## src/rtl/mult_div_pkg.sv

```systemverilog
// -----------------------------------------------------------------------------
// mult_div_pkg
//
// Shared definitions for the sequential multiplier / divider:
//   - state_t   : controller states (IDLE, MUL, DIV, DONE)
//   - OP_MUL / OP_DIV : encoding of the div_mult operation select
//   - MUL_STEPS / DIV_STEPS : iteration counts of each algorithm
//   - CNT_W     : width of the step counter
//   - is_last_step() : true when the counter sits on the final iteration
// -----------------------------------------------------------------------------
package mult_div_pkg;

    typedef enum logic [1:0] {
        ST_IDLE = 2'd0,
        ST_MUL  = 2'd1,
        ST_DIV  = 2'd2,
        ST_DONE = 2'd3
    } state_t;

    localparam logic OP_MUL = 1'b1;
    localparam logic OP_DIV = 1'b0;

    localparam int CNT_W = 6;

    localparam logic [CNT_W-1:0] MUL_STEPS = 6'd16;
    localparam logic [CNT_W-1:0] DIV_STEPS = 6'd32;

    // The counter is cleared on the go sample and advances once per step,
    // so the final iteration is the one where it reads steps-1.
    function automatic logic is_last_step(input logic [CNT_W-1:0] cnt,
                                          input logic [CNT_W-1:0] steps);
        return (cnt == (steps - 6'd1));
    endfunction

endpackage

```

## src/rtl/mult_div_datapath.sv

```systemverilog
// -----------------------------------------------------------------------------
// mult_div_datapath
//
// Register file and arithmetic for the sequential multiplier / divider.
// One 17-bit add/subtract unit is shared by both algorithms:
//   multiply : shift-add, LSB first. work_reg starts as {16'h0, multiplier};
//              each step conditionally adds the multiplicand into the upper
//              half and shifts the whole 33-bit {carry, work} right by one.
//   divide   : restoring division, MSB first. work_reg starts as the
//              dividend and fills with quotient bits from the right; rem_reg
//              is the 17-bit partial remainder.
//
// Ports:
//   clk, rst          clock and asynchronous active-high reset
//   load              latch operands for operation 'op'
//   step              perform one iteration of operation 'op'
//   op                OP_MUL / OP_DIV (selects datapath behaviour)
//   finish            capture the result of the current step into sal_32
//   ent_32, ent_16    operand inputs (used on load only)
//   sal_32            registered result, changes only on finish or reset
// -----------------------------------------------------------------------------
module mult_div_datapath
    import mult_div_pkg::*;
(
    input  logic        clk,
    input  logic        rst,
    input  logic        load,
    input  logic        step,
    input  logic        op,
    input  logic        finish,
    input  logic [31:0] ent_32,
    input  logic [15:0] ent_16,
    output logic [31:0] sal_32
);

    logic [31:0] work_reg;      // multiply: {accum_hi, multiplier/accum_lo}; divide: dividend/quotient
    logic [15:0] opnd_reg;      // multiplicand (mul) or divisor (div)
    logic [16:0] rem_reg;       // partial remainder (divide only)
    logic [31:0] sal_reg;

    logic [31:0] work_next;
    logic [16:0] rem_next;

    // Shared add/subtract unit
    logic [16:0] au_a;
    logic [16:0] au_b;
    logic        au_sub;
    logic [17:0] au_res;

    logic [16:0] mul_hi;        // upper 17 bits after the conditional add
    logic        trial_ok;      // divide: trial subtraction did not borrow

    always_comb begin
        au_a   = 17'd0;
        au_b   = {1'b0, opnd_reg};
        au_sub = 1'b0;
        if (op == OP_MUL) begin
            au_a   = {1'b0, work_reg[31:16]};
            au_sub = 1'b0;
        end else begin
            // Trial dividend: remainder shifted left, next dividend bit in.
            au_a   = {rem_reg[15:0], work_reg[31]};
            au_sub = 1'b1;
        end
    end

    // Bit 17 of the difference is the borrow: set exactly when au_a < au_b.
    assign au_res = au_sub ? ({1'b0, au_a} - {1'b0, au_b})
                           : ({1'b0, au_a} + {1'b0, au_b});

    assign trial_ok = ~au_res[17];

    always_comb begin
        mul_hi    = 17'd0;
        work_next = work_reg;
        rem_next  = rem_reg;
        if (op == OP_MUL) begin
            // Current multiplier bit is work_reg[0]; the add's carry lands in
            // bit 31 after the right shift, so nothing is lost.
            mul_hi    = work_reg[0] ? au_res[16:0] : {1'b0, work_reg[31:16]};
            work_next = {mul_hi, work_reg[15:1]};
        end else begin
            // Restore by simply keeping the trial value when it borrowed.
            // With a zero divisor every trial succeeds -> all-ones quotient.
            rem_next  = trial_ok ? au_res[16:0] : au_a;
            work_next = {work_reg[30:0], trial_ok};
        end
    end

    always_ff @(posedge clk or posedge rst) begin
        if (rst) begin
            work_reg <= 32'd0;
            opnd_reg <= 16'd0;
            rem_reg  <= 17'd0;
        end else if (load) begin
            if (op == OP_MUL) begin
                work_reg <= {16'd0, ent_16};
                opnd_reg <= ent_32[15:0];
            end else begin
                work_reg <= ent_32;
                opnd_reg <= ent_16;
            end
            rem_reg <= 17'd0;
        end else if (step) begin
            work_reg <= work_next;
            rem_reg  <= rem_next;
        end
    end

    // The result is taken from the final step's combinational value so it is
    // visible on the same edge the controller raises done.
    always_ff @(posedge clk or posedge rst) begin
        if (rst) begin
            sal_reg <= 32'd0;
        end else if (finish) begin
            sal_reg <= work_next;
        end
    end

    assign sal_32 = sal_reg;

endmodule

```

## src/rtl/mult_div_seq.sv

```systemverilog
// -----------------------------------------------------------------------------
// mult_div_seq
//
// Sequential 16x16 unsigned multiplier and 32/16 unsigned divider with a
// four-phase go/done handshake. Operands and the operation are latched on the
// edge that samples go=1 in IDLE; a multiply completes 16 edges later, a
// divide 32 edges later. done stays high until go is seen low.
//
// Ports:
//   clk       system clock (posedge)
//   reset     asynchronous active-high reset
//   ent_32    dividend / multiplicand (low 16 bits for multiply)
//   ent_16    divisor / multiplier
//   go        request (level, four-phase)
//   div_mult  1 = multiply, 0 = divide
//   sal_32    product or quotient, held while done=1 and after
//   done      result valid / acknowledge
// -----------------------------------------------------------------------------
module mult_div_seq
    import mult_div_pkg::*;
(
    input  logic        clk,
    input  logic        reset,
    input  logic [31:0] ent_32,
    input  logic [15:0] ent_16,
    input  logic        go,
    input  logic        div_mult,
    output logic [31:0] sal_32,
    output logic        done
);

    state_t           state_reg, state_next;
    logic [CNT_W-1:0] cnt_reg,   cnt_next;
    logic             op_reg,    op_next;
    logic             done_reg,  done_next;

    logic dp_load;
    logic dp_step;
    logic dp_finish;
    logic dp_op;

    always_ff @(posedge clk or posedge reset) begin
        if (reset) begin
            state_reg <= ST_IDLE;
            cnt_reg   <= '0;
            op_reg    <= OP_DIV;
            done_reg  <= 1'b0;
        end else begin
            state_reg <= state_next;
            cnt_reg   <= cnt_next;
            op_reg    <= op_next;
            done_reg  <= done_next;
        end
    end

    always_comb begin
        state_next = state_reg;
        cnt_next   = cnt_reg;
        op_next    = op_reg;
        done_next  = done_reg;
        dp_load    = 1'b0;
        dp_step    = 1'b0;
        dp_finish  = 1'b0;
        // While loading, the datapath must follow the incoming select;
        // afterwards it follows the latched one so div_mult can change freely.
        dp_op      = op_reg;

        unique case (state_reg)
            ST_IDLE: begin
                if (go) begin
                    dp_load    = 1'b1;
                    dp_op      = div_mult;
                    op_next    = div_mult;
                    cnt_next   = '0;
                    state_next = (div_mult == OP_MUL) ? ST_MUL : ST_DIV;
                end
            end

            ST_MUL: begin
                dp_step  = 1'b1;
                cnt_next = cnt_reg + 6'd1;
                if (is_last_step(cnt_reg, MUL_STEPS)) begin
                    dp_finish  = 1'b1;
                    done_next  = 1'b1;
                    state_next = ST_DONE;
                end
            end

            ST_DIV: begin
                dp_step  = 1'b1;
                cnt_next = cnt_reg + 6'd1;
                if (is_last_step(cnt_reg, DIV_STEPS)) begin
                    dp_finish  = 1'b1;
                    done_next  = 1'b1;
                    state_next = ST_DONE;
                end
            end

            ST_DONE: begin
                if (!go) begin
                    done_next  = 1'b0;
                    state_next = ST_IDLE;
                end
            end

            default: begin
                state_next = ST_IDLE;
                done_next  = 1'b0;
            end
        endcase
    end

    mult_div_datapath u_datapath (
        .clk    (clk),
        .rst    (reset),
        .load   (dp_load),
        .step   (dp_step),
        .op     (dp_op),
        .finish (dp_finish),
        .ent_32 (ent_32),
        .ent_16 (ent_16),
        .sal_32 (sal_32)
    );

    assign done = done_reg;

endmodule
```

## config.mk

```make
export PLATFORM = sky130hd
export DESIGN_NAME = mult_div_seq
export DESIGN_NICKNAME = d
export VERILOG_FILES = /design/src/rtl/mult_div_pkg.sv /design/src/rtl/mult_div_datapath.sv /design/src/rtl/mult_div_seq.sv
export SDC_FILE = /design/constraint.sdc
export NUM_CORES = 1
export LEC_CHECK = 0
export ABC_AREA = 1
export ABC_CLOCK_PERIOD_IN_PS = 4700
export CORE_MARGIN = 1.5
export CORE_UTILIZATION = 25
export CTS_CLUSTER_SIZE = 12
export DETAILED_ROUTE_END_ITERATION = 7
export GPL_TIMING_DRIVEN = 0
export PLACE_DENSITY = 0.48
export REMOVE_ABC_BUFFERS = 1
export SETUP_SLACK_MARGIN = 0.05
export SLEW_MARGIN = 20
export SYNTH_ARGS = -nofsm -noshare
export SYNTH_HDL_FRONTEND = slang
export SYNTH_SLANG_ARGS = --single-unit
```

## constraint.sdc

```tcl
create_clock -name clk -period 4.7 [get_ports clk]
set_input_delay 0.94 -clock clk [delete_from_list [all_inputs] [get_ports clk]]
set_output_delay 0.94 -clock clk [all_outputs]
set_load 0.01 [all_outputs]
```

==> impl_metrics.tcl, run 1 <==
# implementation run metrics
set metrics [dict create \
    wl_um 21500 \
    max_clock_freq_ghz 0.231 \
    setup_viol 0 \
    cts_num_sinks 106 \
    die-height_um 171 \
    top_area_cell "dfrtp_1" \
    synth_seq_share_pct 37.6 \
    wl_per_cell_um 14.7 \
    slew_violations 0 \
    syn_avg_cell_area_um2 6.87 \
    placed_area_um2 8240 \
    final_common_cell "nand2_1" \
    root_buffer "clkbuf_16" \
    fp-row-count 61 \
    antenna_found_initial 0 \
    synthCells 1026 \
    synth_cell_types 41 \
    async_reset_ff_share_pct 100 \
    cts.clk_slew.worst_paths_ns 0.07 \
    hold_viol_final 0 \
    ant_nets 0 \
    crit_fanout 57 \
    status "completed" \
    finalClockPeriodUsage_pct 92.1 \
]
run 1: routing by layer:
layer / global-route usage [%] / vias to the layer above / wire, µm
met4: 4.23 / 0 / 291
met1: 21.6 / 2999 / 10900
met5: 0 / - / 0
li1: - / 3414 / -
met2: 26.1 / 87 / 9840
met3: 1.78 / 15 / 482
run 1: what timing repair did:
item,CTS,global route
gates resized,6,3
hold buffers,0,0
hold endpoints to repair,0,0
pin swaps,1,0
setup endpoints to repair,52,19
buffers inserted,1,0
run 1: synthesized netlist by cell type, types with 4 or more instances:
master,count
inv_1,104
o21ai_2,4
dfrtp_1,106
nand2_2,7
nand2_1,328
o21ai_1,24
o21ai_0,87
clkbuf_1,21
nor2_1,102
o211ai_1,7
inv_2,7
o22ai_1,17
nor3_1,4
o221ai_1,8
nand3_1,56
buf_2,18
buf_4,5
xnor2_1,4
xor2_1,18
a21oi_1,25
a31oi_1,16
ha_1,24
nor2_2,6
run 1: final cells by class:
class / instances / area [µm²]
flip-flops and latches: 106 / 2650
clock buffers: 10 / 239
clock inverters: 6 / 93.8
repair buffers: 89 / 958
multi-input cells: 760 / 3750
fillers: 3091 / 19200
inverters: 112 / 445
well taps: 378 / 473
run 1: worst min-delay path: stages, from the launching register on:
cell and delay (ns):
dfrtp_1 0.35, nand2_1 0.05, nand2_1 0.05
run 1: logic make-up (layout without fill, tap and decap cells):
family          after synthesis  after routing  synth area share, %
compound gates              196            196                 15.8
flops                       106            106                 37.6
mux                           1              1                0.142
xor+xnor                     22             22                 2.73
simple gates                516            516                 29.8
buf+inv                     160            217                 9.35
fa+ha+maj                    25             25                 4.54
run 1: path summary, 6_finish.rpt:
kind                                  startpoint                     end  slack [ns]  cells past startpoint
min in group asynchronous                  reset   u_datapath.sal_32[10]        0.94                      2
hold / removal             u_datapath.sal_32[21]   u_datapath.sal_32[21]        0.48                      2
setup / recovery                              go  u_datapath.rem_reg[14]        0.37                     19
hold reg to reg            u_datapath.sal_32[21]   u_datapath.sal_32[21]        0.48                      2
max in group asynchronous                  reset  u_datapath.rem_reg[10]        3.05                      3
setup reg to reg                    state_reg[0]  u_datapath.rem_reg[14]        0.72                     20
run 1: per-stage QoR:
| step | setup WS, ns |
|---|---|
| final | 0.369 |
| after CTS | 0.189 |
| after global routing | 0.0526 |
| after floorplan | -0.260 |
| after detailed placement | -1.25 |
| after global placement | -2.66 |
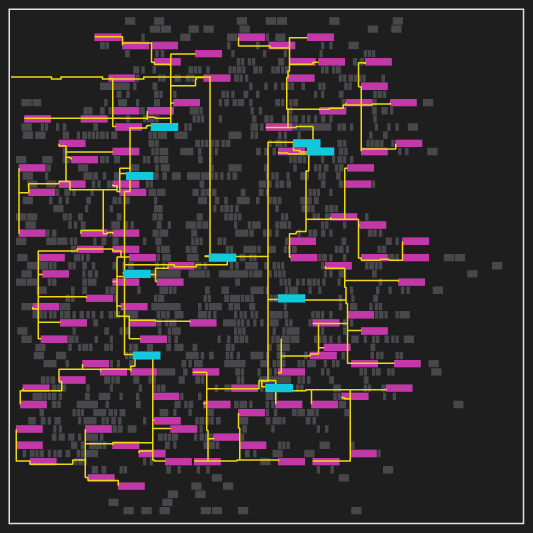
**Above:** run 1 (routed clock nets over the placement).
Drawn at 3 px/µm.
- cyan: clock-net drivers (count 9)
- yellow: clock wires (length 1700 µm)
- magenta: flip-flops (count 106)
- flops lie: spread over the die

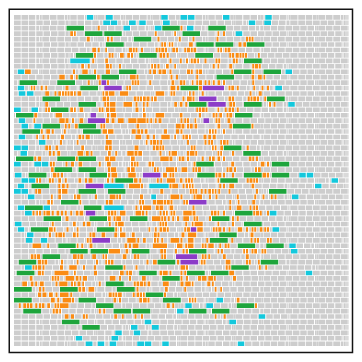
**Above:** run 1 (cell classes on the final placement).
Drawn at 2 px/µm. Fill, decap, tap and diode cells in grey.
- green: registers (cells 106)
- cyan: remaining buffers and delay cells (cells 89)
- purple: clock drivers and dummy loads (cells 16)
- orange: remaining logic cells (cells 872)

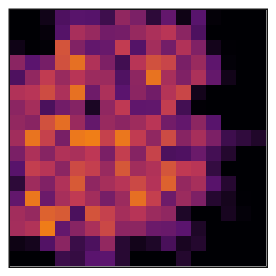
**Above:** run 1 (cell area per tile).
Drawn at 1.5 px/µm. 17 x 17 tiles, from black (low) to pale yellow (high), 0 to 100% covered.
- mean over tiles: 28%
- nearly empty tiles: 23%
- emptiest ninth of the die: lower right

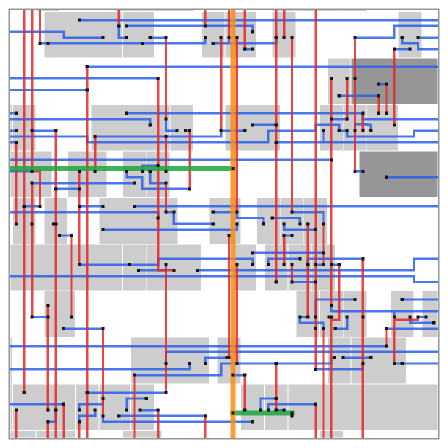
**Above:** run 1 (layout detail).
Window x 73 to 98, y 73 to 98 µm. Cells in grey, sequential cells in the stronger grey; small squares are vias.
- green: M3
- blue: M1
- orange: M4
- red: M2
- netlist names of flops here include: u_datapath.rem_reg (2)
- sequential cells in the window: 2
- cells with their middle in the window: 50
- most frequent: nand2_1 (17), inv_1 (8), nor2_1 (6)

==> run 1 -> run 2 <==
--- a/config.mk
+++ b/config.mk
@@ -7,6 +7,7 @@
 export LEC_CHECK = 0
 export ABC_AREA = 1
 export ABC_CLOCK_PERIOD_IN_PS = 4700
+export CAP_MARGIN = 20
 export CORE_MARGIN = 1.5
 export CORE_UTILIZATION = 25
 export CTS_CLUSTER_SIZE = 12
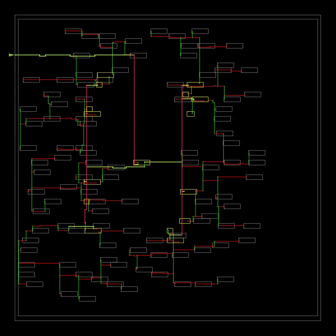
**Above:** run 2 (clock wiring as the flow saved it).
clk latency late pin: 0.37 ns
Num Clock Sinks: 106
clkbuf count: 9
CTS Buf Count: 9

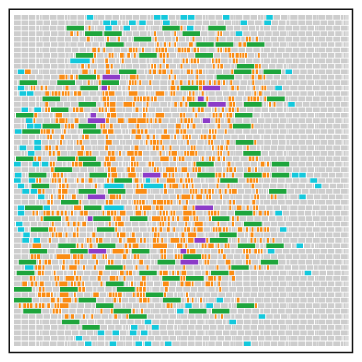
**Above:** run 2 (cell classes on the final placement).
Drawn at 2 px/µm. Fill, decap, tap and diode cells in grey.
- green: registers (cells 106)
- orange: remaining logic cells (cells 873)
- purple: clock drivers and dummy loads (cells 16)
- cyan: remaining buffers and delay cells (cells 89)

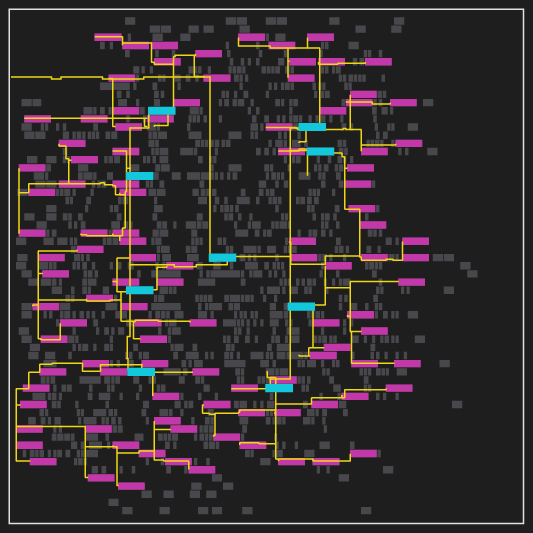
**Above:** run 2 (routed clock nets over the placement).
Drawn at 3 px/µm.
skew final: 0.0163 ns

==> impl_metrics.tcl, run 2 <==
# implementation run metrics
set metrics [dict create \
    edf_count 0 \
    drive_gt1_share_pct 5.35 \
    gp_congestion 0.884 \
    worstPathArrival_ns 4.56 \
    cts.clk_slew.worst_paths_ns 0.07 \
    status "completed" \
    drc 0 \
    ys_ff 106 \
    finalClockPeriodUsage_pct 91.8 \
    root_buffer "clkbuf_16" \
    setup_viol 0 \
    grt_max_degree 72 \
    yosys-top-cells-count "nand2_1, dfrtp_1, inv_1" \
    slew_violations 0 \
    wl_per_cell_um 15.0 \
    synthCells 1026 \
    crit_fanout 57 \
    cts_hold_buf 0 \
    antenna_found_initial 0 \
    fp-row-count 61 \
    hold_viol_final 0 \
    warnings 29 \
    max_clock_freq_ghz 0.232 \
    netlist.area_leader.share_pct 37.6 \
    ant_nets 0 \
    most_common_cell "nand2_1" \
    topCellsByArea "dfrtp_1, nand2_1, o21ai_0" \
    die-height_um 171 \
    n_fill_cell 3096 \
    wl_um 21900 \
    async_reset_ff_share_pct 100 \
    place_hpwl_um 15200 \
    coreArea_um2 27800 \
    synth_seq_share_pct 37.6 \
    ys_area_um2 7050 \
    final_common_cell "nand2_1" \
    syn_avg_cell_area_um2 6.87 \
    drt-pass1-iter-count 5 \
    synth_cell_types 41 \
    period_needed_ns 4.31 \
    hold_slack_ns 0.483 \
    startpoint_type "input port" \
    slew_headroom_pct 41.0 \
    top_area_cell "dfrtp_1" \
]
-- run 2: netlist changes by cell type in the layout (fill, tap and decap cells not counted), sizes merged --
cell           previous run  this run
bufinv                    2         0
clkbuf                   10         9
clkdlybuf4s50            84        83
clkinv                    1         3
dlymetal6s2s              0         1
inv                     114       115
nand2                   336       337
-- run 2: final cells by class --
cell class,instances,area [µm²],area share (%)
timing repair buffer,89,961,11.2
sequential,106,2650,30.9
multi-input combinational,761,3760,43.8
tap,378,473,5.51
inverter,112,445,5.18
clock inverter,7,70.1,0.816
clock buffer,9,225,2.62
-- run 2: per-stage QoR --
stage / instance area [µm²] / setup WS, ns / utilization [%]
after floorplan: 6810 / -0.260 / -
after global placement: 8130 / -2.66 / 29.3
after detailed placement: 8240 / -1.22 / 29.7
after CTS: 8560 / 0.223 / 30.8
after global routing: 8590 / 0.0746 / 30.9
final: 8590 / 0.387 / 30.9
-- run 2: final timing paths --
| path | start | endpoint | cells after the start | slack [ns] |
|---|---|---|---|---|
| worst min register to register | u_datapath.sal_32[22] | u_datapath.sal_32[22] | 2 | 0.48 |
| worst min-delay path | u_datapath.sal_32[22] | u_datapath.sal_32[22] | 2 | 0.48 |
| worst max register to register | state_reg[0] | u_datapath.rem_reg[14] | 20 | 0.63 |
| max in group asynchronous | reset | u_datapath.rem_reg[10] | 3 | 3.04 |
| worst max-delay path | div_mult | u_datapath.rem_reg[14] | 19 | 0.39 |
| min in group asynchronous | reset | u_datapath.sal_32[11] | 2 | 0.94 |
-- run 2: timing repair --
item                       CTS  global route
pin swaps                    1             1
buffers inserted             1             0
setup endpoints to repair   52            18
cloned                       0             1
resized                      6             4
-- run 2: critical path, cell delays in order --
cell and delay [ns]:
clkdlybuf4s50_1 0.61, inv_6 0.20, o21ai_4 0.23, buf_16 0.20
clkinv_8 0.22, a21oi_2 0.23, o21ai_1 0.12, xor2_1 0.17
ha_1 0.42, nand2_1 0.13, nor2_2 0.15, and2_1 0.15
nand2_2 0.08, nand2_2 0.07, nand2_2 0.07, nand2_4 0.26
nand2_1 0.09, nand3_1 0.09, o21ai_1 0.07
-- run 2: cell families (layout without fill, tap and decap cells) --
logic type      count (synthesis)  in the layout  share of synthesized area [%]
simple gates                  516            517                           29.8
compound gates                196            196                           15.8
buf+inv                       160            217                           9.35
flops                         106            106                           37.6
fa+ha+maj                      25             25                           4.54
xor+xnor                       22             22                           2.73
mux                             1              1                          0.142
-- run 2: per-layer routing --
layer | GRT usage, % | wire, µm | up-vias
met5 | 0 | 0 | -
met4 | 4.73 | 347 | 0
met3 | 1.83 | 637 | 18
met2 | 25.9 | 10100 | 107
met1 | 21.7 | 10800 | 3037
li1 | - | - | 3418
